### config.mk
export PLATFORM = sky130hd
export DESIGN_NAME = reg_dump_reader
export DESIGN_NICKNAME = d
export VERILOG_FILES = /design/src/rtl/reg_dump_reader.sv
export SDC_FILE = /design/constraint.sdc
export NUM_CORES = 1
export LEC_CHECK = 0
export CAP_MARGIN = 40
export CORE_MARGIN = 8
export CORE_UTILIZATION = 44
export DETAILED_ROUTE_END_ITERATION = 10
export GPL_TIMING_DRIVEN = 0
export PLACE_DENSITY = 0.82
export SETUP_SLACK_MARGIN = 0.5
export SKIP_LAST_GASP = 1
export SLEW_MARGIN = 10
export SYNTH_ARGS = -nofsm -noshare
export SYNTH_HDL_FRONTEND = slang
export SYNTH_SLANG_ARGS = --single-unit
### constraint.sdc
create_clock -name clk -period 2.3 [get_ports clk]
set_clock_uncertainty 0.2 [all_clocks]
set_input_delay 0.46 -clock clk [delete_from_list [all_inputs] [get_ports clk]]
set_output_delay 0.46 -clock clk [all_outputs]
set_load 0.02 [all_outputs]
### src/rtl/reg_dump_reader.sv
// reg_dump_reader
//   Sequential read-side companion to the 8x16 register file. A start pulse
//   accepted in IDLE stalls the pipeline, walks register addresses
//   0..NUM_REGS-1 over a dedicated read port, and streams each
//   (address, value) pair out through a valid/ready handshake. A running
//   16-bit checksum of every dumped value is accumulated along the way.
//
// Ports
//   clk, rst      clock; asynchronous active-high reset
//   start         dump request, only sampled while idle
//   rf_read_addr  address presented to the register-file read port
//   rf_read_data  combinational read data for rf_read_addr
//   cpu_stall     pipeline hold, high for the whole dump
//   out_valid     dump word valid
//   out_ready     consumer ready
//   out_addr      register address of the current word
//   out_data      register value of the current word
//   out_last      current word is the last register
//   busy          dump in progress
//   done          one-cycle pulse when the dump completes
//   checksum      sum of all dumped values, carry discarded

module reg_dump_reader #(
    parameter int DATA_W   = 16,
    parameter int ADDR_W   = 3,
    parameter int NUM_REGS = 8
) (
    input  logic              clk,
    input  logic              rst,
    input  logic              start,
    output logic [ADDR_W-1:0] rf_read_addr,
    input  logic [DATA_W-1:0] rf_read_data,
    output logic              cpu_stall,
    output logic              out_valid,
    input  logic              out_ready,
    output logic [ADDR_W-1:0] out_addr,
    output logic [DATA_W-1:0] out_data,
    output logic              out_last,
    output logic              busy,
    output logic              done,
    output logic [DATA_W-1:0] checksum
);

    localparam logic [ADDR_W-1:0] LAST_IDX = ADDR_W'(NUM_REGS - 1);

    typedef enum logic [1:0] {
        ST_IDLE,
        ST_LOAD,
        ST_SEND,
        ST_DONE
    } state_t;

    state_t            state;
    logic [ADDR_W-1:0] idx;

    // The read port always looks at the current index; the file answers
    // combinationally, so the value is ready to capture at the LOAD edge.
    assign rf_read_addr = idx;

    // The pipeline hold is exactly the busy window.
    assign cpu_stall = busy;

    // Dump sequencer. All outputs are registered here so the consumer sees
    // glitch-free values. The word registers are only written at the LOAD
    // edge, which keeps them stable through any amount of backpressure and
    // makes them immune to read-data changes while a word is waiting.
    always_ff @(posedge clk or posedge rst) begin
        if (rst) begin
            state     <= ST_IDLE;
            idx       <= '0;
            out_valid <= 1'b0;
            out_addr  <= '0;
            out_data  <= '0;
            out_last  <= 1'b0;
            busy      <= 1'b0;
            done      <= 1'b0;
            checksum  <= '0;
        end else begin
            done <= 1'b0;
            case (state)
                ST_IDLE: begin
                    // The previous checksum stays visible until a new dump
                    // is actually accepted.
                    if (start) begin
                        state    <= ST_LOAD;
                        idx      <= '0;
                        checksum <= '0;
                        busy     <= 1'b1;
                    end
                end
                ST_LOAD: begin
                    out_data  <= rf_read_data;
                    out_addr  <= idx;
                    out_last  <= (idx == LAST_IDX);
                    out_valid <= 1'b1;
                    state     <= ST_SEND;
                end
                ST_SEND: begin
                    if (out_ready) begin
                        out_valid <= 1'b0;
                        checksum  <= checksum + out_data;
                        if (idx == LAST_IDX) begin
                            state <= ST_DONE;
                            done  <= 1'b1;
                        end else begin
                            idx   <= idx + 1'b1;
                            state <= ST_LOAD;
                        end
                    end
                end
                ST_DONE: begin
                    state <= ST_IDLE;
                    busy  <= 1'b0;
                end
                default: begin
                    state <= ST_IDLE;
                    busy  <= 1'b0;
                end
            endcase
        end
    end

endmodule

### Signal wires on met2, run 1

Scale bar: 20 µm.
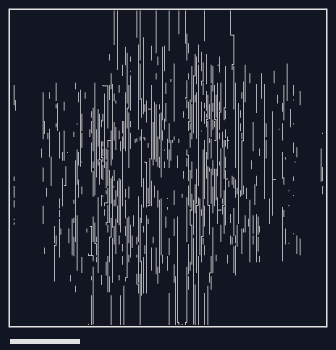
main direction: vertical
longest straight run: 34.3 µm
nets with wire on the layer: 304
Vias: 2037
Post-Route WL: 6.08 mm

### Power grid, run 1

Pins as bars on the die edge. Tap cells in gray.
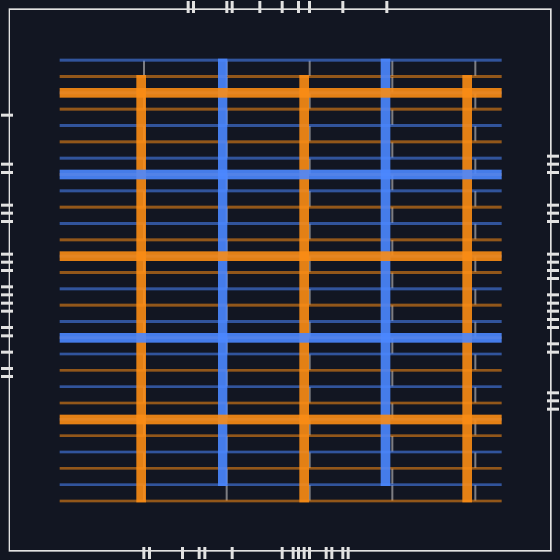
legend:
  blue:
    net: VDD
  orange:
    net: VSS
met4 straps: 5
signal pins: 63
rows: 27
Core Footprint: 0.00541 mm²
Die H: 90.0 µm
VDD IR max: 0.823 mV
die x size: 90.0 µm

==> results.sh, run 1 <==
# source this file to load flow results
export IMPL_status="finished, violations left"
export IMPL_violations="setup timing"
export IMPL_ys_cells=225
export IMPL_synth_edff_count=0
export IMPL_critPathBufInv=0
export IMPL_common_cells="dfrtp_1, mux2_2, nand2_1, ha_1"
export IMPL_grt_use_met1_pct=17.0
export IMPL_largestClassByArea="logic gates"
export IMPL_antenna_cells=0
export IMPL_cts_tree="built"
export IMPL_final_util_pct=64.4
export IMPL_hp_class="in2async"
export IMPL_slowest_delay_ns=0.49
export IMPL_non_clock_buffer_count=82
export IMPL_cts_htree_levels=2
export IMPL_syn_inst=225
export IMPL_worst_slack_ns=-0.0526
export IMPL_sh_seq_area_pct=31.9
export IMPL_setup_viol=1
export IMPL_p_total_mw=5.43
export IMPL_port_buffers=62
export IMPL_adder_share_pct=9.67
### Cell classes on the final placement, run 1

Scale bar: 20 µm. Fill, decap, tap and diode cells in gray.
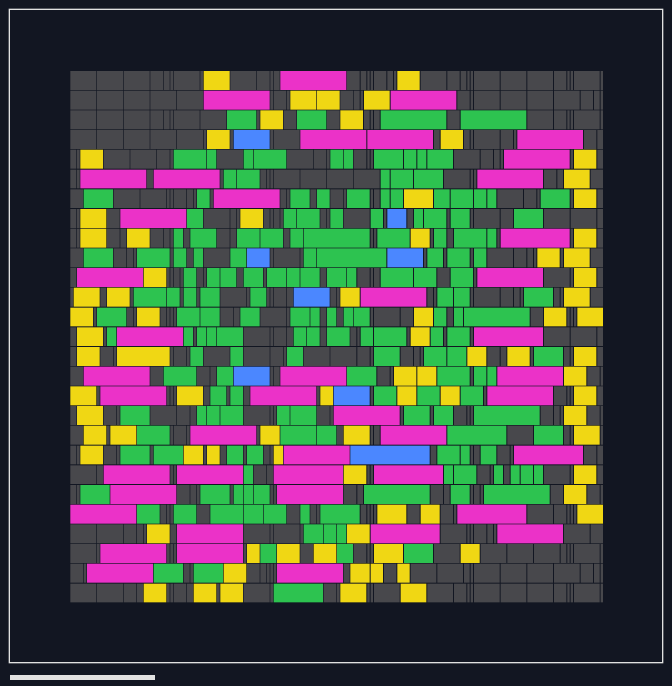
legend:
  green:
    class: combinational and other logic
    cells: 174
    share_of_their_area: 43%
  magenta:
    class: sequential cells
    cells: 44
    share_of_their_area: 33%
  blue:
    class: clock drivers and dummy loads
    cells: 8
    share_of_their_area: 3.4%
  yellow:
    class: remaining buffers and delay cells
    cells: 82
    share_of_their_area: 21%

### Clock network drawn from the DEF, run 1

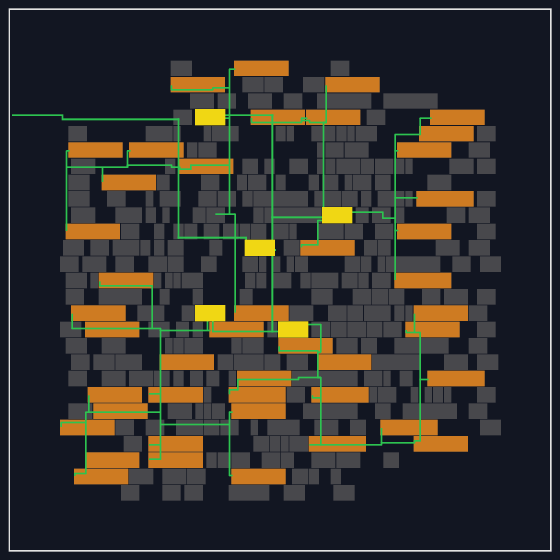
legend:
  orange:
    item: flip-flops
    count: 44
  green:
    item: clock wires
    length: 571 µm
  yellow:
    item: clock drivers
    count: 5
routed clock nets: 6
flops lie: all over the die
worst skew pair latency: 0.30 ns
clk pwr: 614 µW
Clk pwr share: 11.3%

--- run 2 (diff from run 1) ---
--- a/config.mk
+++ b/config.mk
@@ -5,7 +5,7 @@
 export SDC_FILE = /design/constraint.sdc
 export NUM_CORES = 1
 export LEC_CHECK = 0
-export CAP_MARGIN = 40
+export CAP_MARGIN = 20
 export CORE_MARGIN = 8
 export CORE_UTILIZATION = 44
 export DETAILED_ROUTE_END_ITERATION = 10
### Cell classes on the final placement, run 2

Scale bar: 20 µm. Fill, decap, tap and diode cells in gray.
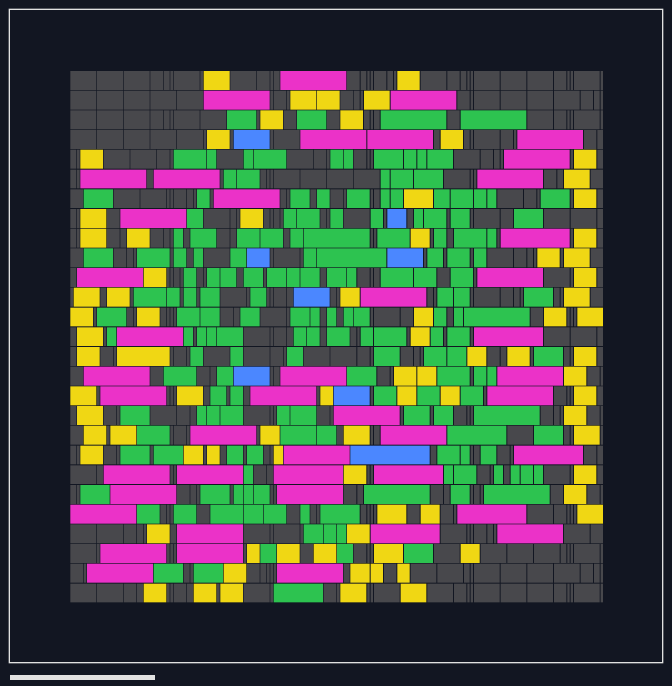
legend:
  blue:
    class: clock drivers and dummy loads
    cells: 8
    share_of_their_area: 3.4%
  green:
    class: combinational and other logic
    cells: 174
    share_of_their_area: 43%
  yellow:
    class: remaining buffers and delay cells
    cells: 82
    share_of_their_area: 21%
  magenta:
    class: sequential cells
    cells: 44
    share_of_their_area: 33%

==> results.sh, run 2 <==
# source this file to load flow results
export IMPL_power_frac_clock_pct=11.3
export IMPL_violations="setup timing"
export IMPL_status="finished, violations left"
export IMPL_worst_slack_ns=-0.0526
export IMPL_fp_dieW_um=90.0
export IMPL_final_util_pct=64.4
export IMPL_common_cells="dfrtp_1, mux2_2, nand2_1, ha_1"
export IMPL_sh_seq_area_pct=31.9
export IMPL_cts_htree_levels=2
export IMPL_coreArea_mm2=0.00541
export IMPL_vdd_drop_max_mv=0.823
export IMPL_hp_class="in2async"
export IMPL_non_clock_buffer_count=82
export IMPL_critPathBufInv=0
export IMPL_slowest_delay_ns=0.49
export IMPL_worstSkewPairLatency_ns=0.30
export IMPL_cts_tree="built"
export IMPL_setup_viol=1
export IMPL_syn_inst=225
export IMPL_p_clk_uw=614
export IMPL_antenna_cells=0
export IMPL_adder_share_pct=9.67
export IMPL_port_buffers=62
export IMPL_largestClassByArea="logic gates"
export IMPL_die_h_um=90.0
export IMPL_ys_cells=225
export IMPL_num_vias=2037
--- run 3 (diff from run 2) ---
--- a/config.mk
+++ b/config.mk
@@ -10,7 +10,8 @@
 export CORE_UTILIZATION = 44
 export DETAILED_ROUTE_END_ITERATION = 10
 export GPL_TIMING_DRIVEN = 0
-export PLACE_DENSITY = 0.82
+export MAX_ROUTING_LAYER = met4
+export PLACE_DENSITY_LB_ADDON = 0.1
 export SETUP_SLACK_MARGIN = 0.5
 export SKIP_LAST_GASP = 1
 export SLEW_MARGIN = 10
### Placed standard cells, run 3

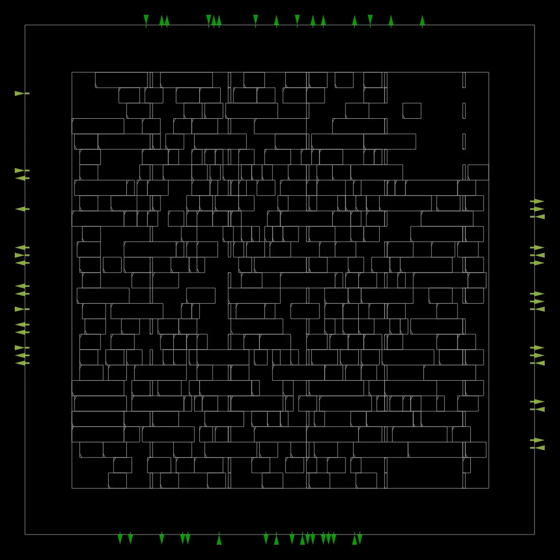
# rows: 27
flop count: 44

==> results.sh, run 3 <==
# source this file to load flow results
export IMPL_status="finished, violations left"
export IMPL_violations="setup timing"
export IMPL_cts_htree_levels=2
export IMPL_non_clock_buffer_count=82
export IMPL_sh_comb_area_pct=40.9
export IMPL_setup_viol=1
export IMPL_wl_met1_mm=2.62
export IMPL_endpoint="checksum[12]"
export IMPL_crit_type="reg2reg"
export IMPL_fp_dieW_um=90.0
export IMPL_fp_util_pct=44.5
export IMPL_antenna_found_initial=0
export IMPL_slew_headroom_pct=75.1
export IMPL_final_util_pct=63.5
export IMPL_ys_cells=225
export IMPL_syn_inst=225
export IMPL_worst_pin_slew_ns=0.373
export IMPL_power_frac_clock_pct=9.3
export IMPL_die_h_um=90.0
export IMPL_critPathBufInv=1
export IMPL_worst_slack_ns=-0.0306
export IMPL_dieArea_mm2=0.00809
export IMPL_crit_required_ns=2.29
export IMPL_port_buffers=62
export IMPL_logic_gate_count=165
export IMPL_common_cells="dfrtp_1, mux2_2, nand2_1, ha_1"
export IMPL_worstSetupStartpoint="checksum[0]"
export IMPL_p_total_mw=5.20
export IMPL_antenna_cells=0
export IMPL_grt_use_met1_pct=18.0
export IMPL_ys_async_sr_fraction_pct=100
export IMPL_slowest_delay_ns=0.43
export IMPL_rsz0062_at_grt="true"
export IMPL_routed_wl_mm=5.68
export IMPL_drv_slew=0
export IMPL_topCellsByArea="dfrtp_1, mux2_2, ha_1"
export IMPL_largestClassByArea="logic gates"
export IMPL_synth_seq_cells=44
export IMPL_sh_seq_area_pct=32.3
export IMPL_root_buffer="clkbuf_8"
export IMPL_coreArea_mm2=0.00541
export IMPL_worstSkewPairLatency_ns=0.30
export IMPL_synth_edff_count=0
export IMPL_vdd_drop_max_mv=0.696
export IMPL_p_clk_uw=482
export IMPL_cts_tree="built"
export IMPL_adder_share_pct=9.67
export IMPL_num_vias=2025
export IMPL_hp_class="in2async"
export IMPL_warning_count=29
Power is estimated from default activity; no workload was simulated.
